Figure 1. Routed clock nets over the placement.
The bar under the picture is 50 microns long.
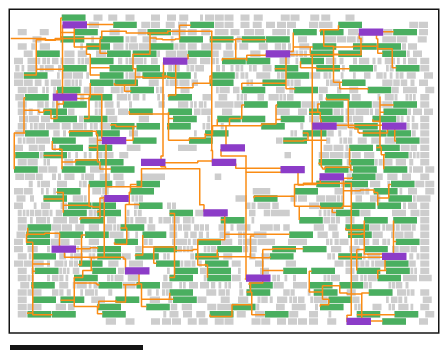
Figure 2. Port wiring.
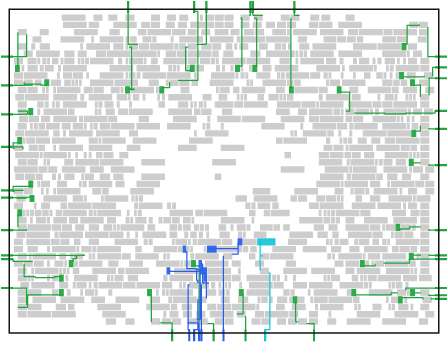
Figure 3. Clock nets.
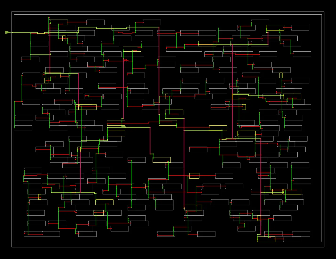
Figure 4. Placement by cell class.
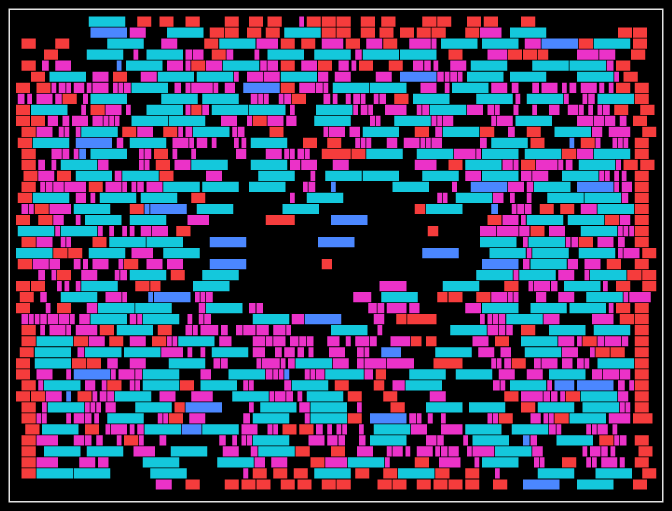
Design neuron_mac_sequencer, sky130hd; sources not shown.
==> deck_impl_summary.md <==
Physical Implementation Snapshot

Run status
  – Result of the run: completed

STA
  – Final hold violations: 0
  – Share of the clock period used by the worst path after layout: 0.9331
  – Headroom to the max-slew limit: 0.3682
  – Slew at the pin with the worst max-slew slack: 0.9477 ns
  – Achievable frequency: 219.2 MHz

Power
  – Sequential share of power: 0.345
  – NetSw: 3.970 mW
  – Reported combinational group power: 4.50 mW

Final layout
  – Post-route cell area: 0.01253 sq mm
  – Number of fill cells in the layout: 1441
  – Number of non-clock inverters in the layout: 5
  – #MultiIn Comb: 583
  – Share of cell area taken by multi-input logic gates: 0.3070
  – Non-Filler Instances: 1331
  – Share of final layout cell area taken by non-clock buffers: 0.2047
  – Commonest non-fill, non-tap cells in the layout: nand2_1, clkdlybuf4s50_1, dfrtp_1

Critical path
  – Crit path capture type: output pin
  – Highest net fanout along the worst path: 25
  – Register-to-Register Path Depth: 5
  – CP startpoint kind: flop
  – Required time of the worst setup path: 3.42 ns

Global routing
  – Pin count of the biggest net entering global routing: 117
  – Grt peak-use layer: met2
  – Met2 track demand over resource in global routing: 0.4189
  – M3 GR Usage: 0.07075
  – Global-route wire length before repair: 41570 microns
  – Vias in the first global route: 7622
  – Gr ovfl total: 0
  – Total GRT Usage: 0.2731

Synth
  – Area fraction in full adders, half adders and majority gates: 0.002642
  – Portion of netlist area occupied by mux cells: 0.1653
  – Dominant register cell in the synthesized netlist: dfrtp_1
  – Number of standard cells reported by yosys: 861
  – Number of cells produced by synthesis: 861
  – Area of the mapped netlist: 0.009472 sq mm
  – Cell type with the largest total area after synthesis: dfrtp_1
  – Chip area in the Yosys report: 0.009472 sq mm
  – Async set-or-reset flop fraction in the synthesized netlist: 1.000

Floorplan
  – Die Footprint: 0.01950 sq mm
  – X dimension of the die: 160.9 microns

Placement
  – HPWL reported at the end of detailed placement: 17160 microns
  – Post-detailed-placement cell area: 0.01192 sq mm
  – Post-Place Worst Slack: 0.8430 ns

Drt
  – Number of iterations in the first detailed-routing pass: 5
  – Wire length on met1: 11630 microns
  – Antenna-violating nets left: 0
  – Drc violations: 0
  – Number of DRC markers in iteration 0: 597

Clock network
  – TritonCTS clock tree: yes

Flow run
  – Tool warning count: 27

Hold path
  – Cell depth of the worst hold path: 2
  – Worst min-delay path category: reg -> reg
Notes on Figure 1 above:
- flip-flops: green (count 207)
- clock wires: orange (length 2490 microns)
- cells driving clock nets: purple (count 20)
- routed clock nets: 21
- flops lie: widely spread
setup skew after layout: 0.009785 ns
clock distribution power: 1.47 mW
later-pin clock latency in the skew report: 0.49 ns
proportion of power drawn by the clock network: 0.161

Notes on Figure 2 above:
- `len`: blue (direction input; end cells 8; buffers 5; wire 176 microns)
- `SrcA`: green (direction output; end cells 32; buffers 32; wire 663 microns)
- `in_ready`: cyan (direction output; end cells 1; buffers 1; wire 36.7 microns)
count of input and output buffers: 238
total I/O pin count: 240

Notes on Figure 3 above:
total clock buffers created by CTS: 20
number of sequential cells in the layout: 207
clkbuf count: 31
CTS Sinks: 207

Notes on Figure 4 above:
- all other logic: magenta (cells 588; share of their area 32%)
- clock drivers and dummy loads: blue (cells 34; share of their area 5.0%)
- other buffers and delay cells: red (cells 255; share of their area 21%)
- flip-flops: cyan (cells 207; share of their area 42%)
area of the core: 0.01851 sq mm
sequential fraction of total cell area: 0.4136

Power figures rest on the tool's default switching activity, not on a simulated workload.
